--- src/rtl/hist_peak_reader.sv ---
// Histogram RAM read side: scans each pixel's bins, clears every bin after reading it,
// and streams one peak record per pixel over a valid/ready handshake.
module hist_peak_reader #(
  parameter int unsigned NB      = 5,
  parameter int unsigned CW      = 8,
  parameter int unsigned PIXELS  = 200,
  parameter int unsigned PIX_W   = 8,
  parameter int unsigned MIN_CNT = 2
) (
  input  logic                clk,
  input  logic                res,
  input  logic                start,
  input  logic                his_sel,
  output logic                rd_en,
  output logic                rd_bank,
  output logic [PIX_W+NB-1:0] rd_addr,
  input  logic [CW-1:0]       rd_data,
  output logic                clr_en,
  output logic [PIX_W+NB-1:0] clr_addr,
  output logic                pk_valid,
  input  logic                pk_ready,
  output logic [PIX_W-1:0]    pk_pixel,
  output logic [NB-1:0]       pk_bin,
  output logic [CW-1:0]       pk_count,
  output logic                pk_hit,
  output logic                busy,
  output logic                done,
  output logic                overrun
);

  typedef enum logic [2:0] {IDLE, READ, DRAIN, EMIT, FIN} state_t;

  localparam logic [NB-1:0]    BIN_ONE  = 1;
  localparam logic [PIX_W-1:0] PIX_ONE  = 1;
  localparam logic [PIX_W-1:0] LAST_PIX = PIX_W'(PIXELS - 1);
  localparam logic [CW-1:0]    MIN_C    = CW'(MIN_CNT);

  state_t           state;
  logic [NB-1:0]    bin;
  logic [PIX_W-1:0] pixel;
  logic [NB-1:0]    max_bin;
  logic [CW-1:0]    max_cnt;
  logic [NB-1:0]    bin_nxt;
  logic [PIX_W-1:0] pixel_nxt;
  logic [NB-1:0]    cmp_bin;
  logic             take;

  // Compare stage runs one cycle behind the read: clr_en/clr_addr are the delayed read
  // strobe/address, so they mark exactly the cycle in which rd_data is valid.
  always_comb begin
    bin_nxt   = bin + BIN_ONE;
    pixel_nxt = pixel + PIX_ONE;
    cmp_bin   = clr_addr[NB-1:0];
    take      = clr_en && ((cmp_bin == '0) || (rd_data > max_cnt));
  end

  assign pk_pixel = pixel;
  assign pk_bin   = max_bin;
  assign pk_count = max_cnt;

  always_ff @(posedge clk or negedge res) begin
    if (!res) begin
      state    <= IDLE;
      bin      <= '0;
      pixel    <= '0;
      max_bin  <= '0;
      max_cnt  <= '0;
      rd_en    <= 1'b0;
      rd_bank  <= 1'b0;
      rd_addr  <= '0;
      clr_en   <= 1'b0;
      clr_addr <= '0;
      pk_valid <= 1'b0;
      pk_hit   <= 1'b0;
      busy     <= 1'b0;
      done     <= 1'b0;
      overrun  <= 1'b0;
    end else begin
      done     <= 1'b0;
      clr_en   <= rd_en;
      clr_addr <= rd_addr;
      if (take) begin
        max_cnt <= rd_data;
        max_bin <= cmp_bin;
        pk_hit  <= (rd_data >= MIN_C);
      end
      if (start && (state != IDLE)) overrun <= 1'b1;

      case (state)
        IDLE: begin
          if (start) begin
            rd_bank <= his_sel;
            pixel   <= '0;
            bin     <= '0;
            rd_addr <= '0;
            rd_en   <= 1'b1;
            overrun <= 1'b0;
            busy    <= 1'b1;
            state   <= READ;
          end
        end
        READ: begin
          if (bin == '1) begin
            rd_en <= 1'b0;
            state <= DRAIN;
          end else begin
            bin     <= bin_nxt;
            rd_addr <= {pixel, bin_nxt};
          end
        end
        DRAIN: begin
          pk_valid <= 1'b1;
          state    <= EMIT;
        end
        EMIT: begin
          if (pk_ready) begin
            pk_valid <= 1'b0;
            if (pixel == LAST_PIX) begin
              done  <= 1'b1;
              state <= FIN;
            end else begin
              pixel   <= pixel_nxt;
              bin     <= '0;
              rd_addr <= {pixel_nxt, {NB{1'b0}}};
              rd_en   <= 1'b1;
              state   <= READ;
            end
          end
        end
        FIN: begin
          busy  <= 1'b0;
          state <= IDLE;
        end
        default: state <= IDLE;
      endcase
    end
  end

endmodule

--- config.mk ---
export PLATFORM = sky130hd
export DESIGN_NAME = hist_peak_reader
export DESIGN_NICKNAME = d
export VERILOG_FILES = /design/src/rtl/hist_peak_reader.sv
export SDC_FILE = /design/constraint.sdc
export NUM_CORES = 1
export LEC_CHECK = 0
export ABC_CLOCK_PERIOD_IN_PS = 2800
export CAP_MARGIN = 10
export CORE_AREA = 2 2 82 84
export CTS_CLUSTER_SIZE = 10
export DETAILED_ROUTE_END_ITERATION = 12
export DIE_AREA = 0 0 84 86
export GPL_TIMING_DRIVEN = 0
export MAX_ROUTING_LAYER = met4
export PLACE_DENSITY = 0.73
export SETUP_SLACK_MARGIN = 0.4
export SYNTH_ARGS = -nofsm -noshare
export SYNTH_HDL_FRONTEND = slang
export SYNTH_SLANG_ARGS = --single-unit
--- constraint.sdc ---
create_clock -name clk -period 2.8 [get_ports clk]
set_input_delay 0.56 -clock clk [delete_from_list [all_inputs] [get_ports clk]]
set_output_delay 0.56 -clock clk [all_outputs]
set_load 0.05 [all_outputs]
==> impl_metrics.py <==
# Auto-generated metrics
metrics = {
    "cts": {
        "cts_setup_buffers": 0,
        "path_clk_slew_ps": 70,
        "htree_num_levels": 3,
        "cts_tree": "yes",
        "cts_root_buffer": "clkbuf_8",
    },
    "power": {
        "pwr-share-seq_pct": 29.8,
        "internal_power_uw": 2580,
        "top_power_group": "combinational logic",
    },
    "placement": {
        "gp_congestion": 0.895,
        "hpwl_mm": 4.28,
        "numPortBuffers": 67,
        "dpl_cell_area_mm2": 0.00358,
    },
    "sta": {
        "period_minus_slack_ps": 2330,
        "max_freq_mhz": 428,
        "setup_ws_ps": 466,
        "rsz0062_at_grt": "no",
        "final.setup.tns_ps": 0,
        "worst_pin_slew_ps": 718,
        "period_used_pct": 83.4,
        "relSlewSlack_pct": 52.1,
    },
    "route": {
        "route.met2.wl_mm": 2.73,
        "finalWirelength_mm": 6.03,
    },
    "synthesis": {
        "synth_area_leader_cell": "dfrtp_1",
        "synth.most_common_cell": "dfrtp_1",
        "ys_top_logic_family": "AND-OR/OR-AND gates",
        "async_flop_share_pct": 100,
        "top_cells_by_area": "dfrtp_1 (55%), mux2_4 (5.4%), ha_1 (4.9%)",
        "syn_area_mm2": 0.00280,
        "synthSimpleGateAreaFrac_pct": 12.0,
        "syn_inst": 243,
    },
    "worst_setup_path": {
        "critical-path-max-stage-delay_ps": 460,
        "path_cells": "clkdlybuf4s50_1 > ha_1 > nor2b_1 > o211ai_1 > a21oi_1 > o311a_4 > buf_12 > mux2_4",
        "cp_num_buf_inv": 2,
        "critPathLaunch": "rd_data[1]",
    },
    "cells_and_area": {
        "comb_area_mm2": 0.00115,
        "comb_share_pct": 29.9,
        "drive_gt1_share_pct": 13.5,
        "n_antenna_cell": 0,
        "nNetsFinal": 346,
        "n_all_inverters": 11,
        "fillers": 529,
    },
    "global_route": {
        "grt_use_met1_pct": 25.0,
        "grt_pass1_vias": 2116,
    },
    "job": {
        "drv_cap": 0,
    },
    "outcome": {
        "outcome": "finished, final reports clean",
    },
}
Figure 1. Wire density map.
(4 px per um) The die is cut into 17 by 17 equal tiles; dark blue is low, red is high, scaled to the fullest tile. Values are wire area over tile area, all layers added.
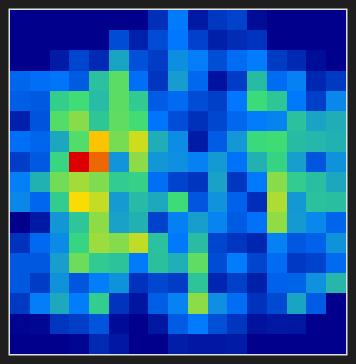
14% of the tiles are nearly empty. The fullest tile reaches 0.54. The mean over all tiles is 0.13.

Figure 2. M3 wires.
(6 px per um)
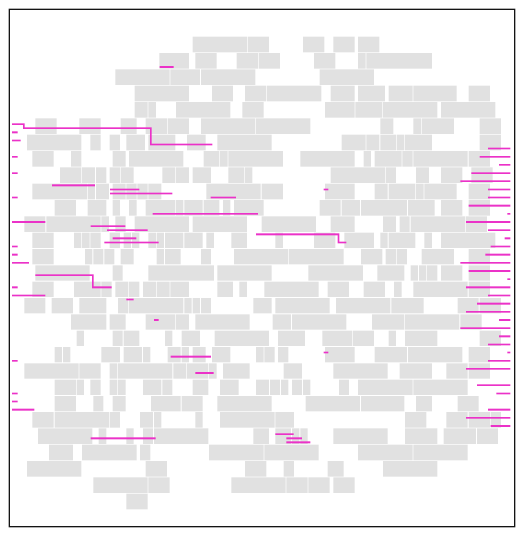
The layer holds 5.5% of the routed length. The layer carries 331 um of wire. The wires run mostly horizontal. The longest straight run is 21.2 um. 65 nets have wire on it.

Power figures rest on the tool's default switching activity, not on a simulated workload.
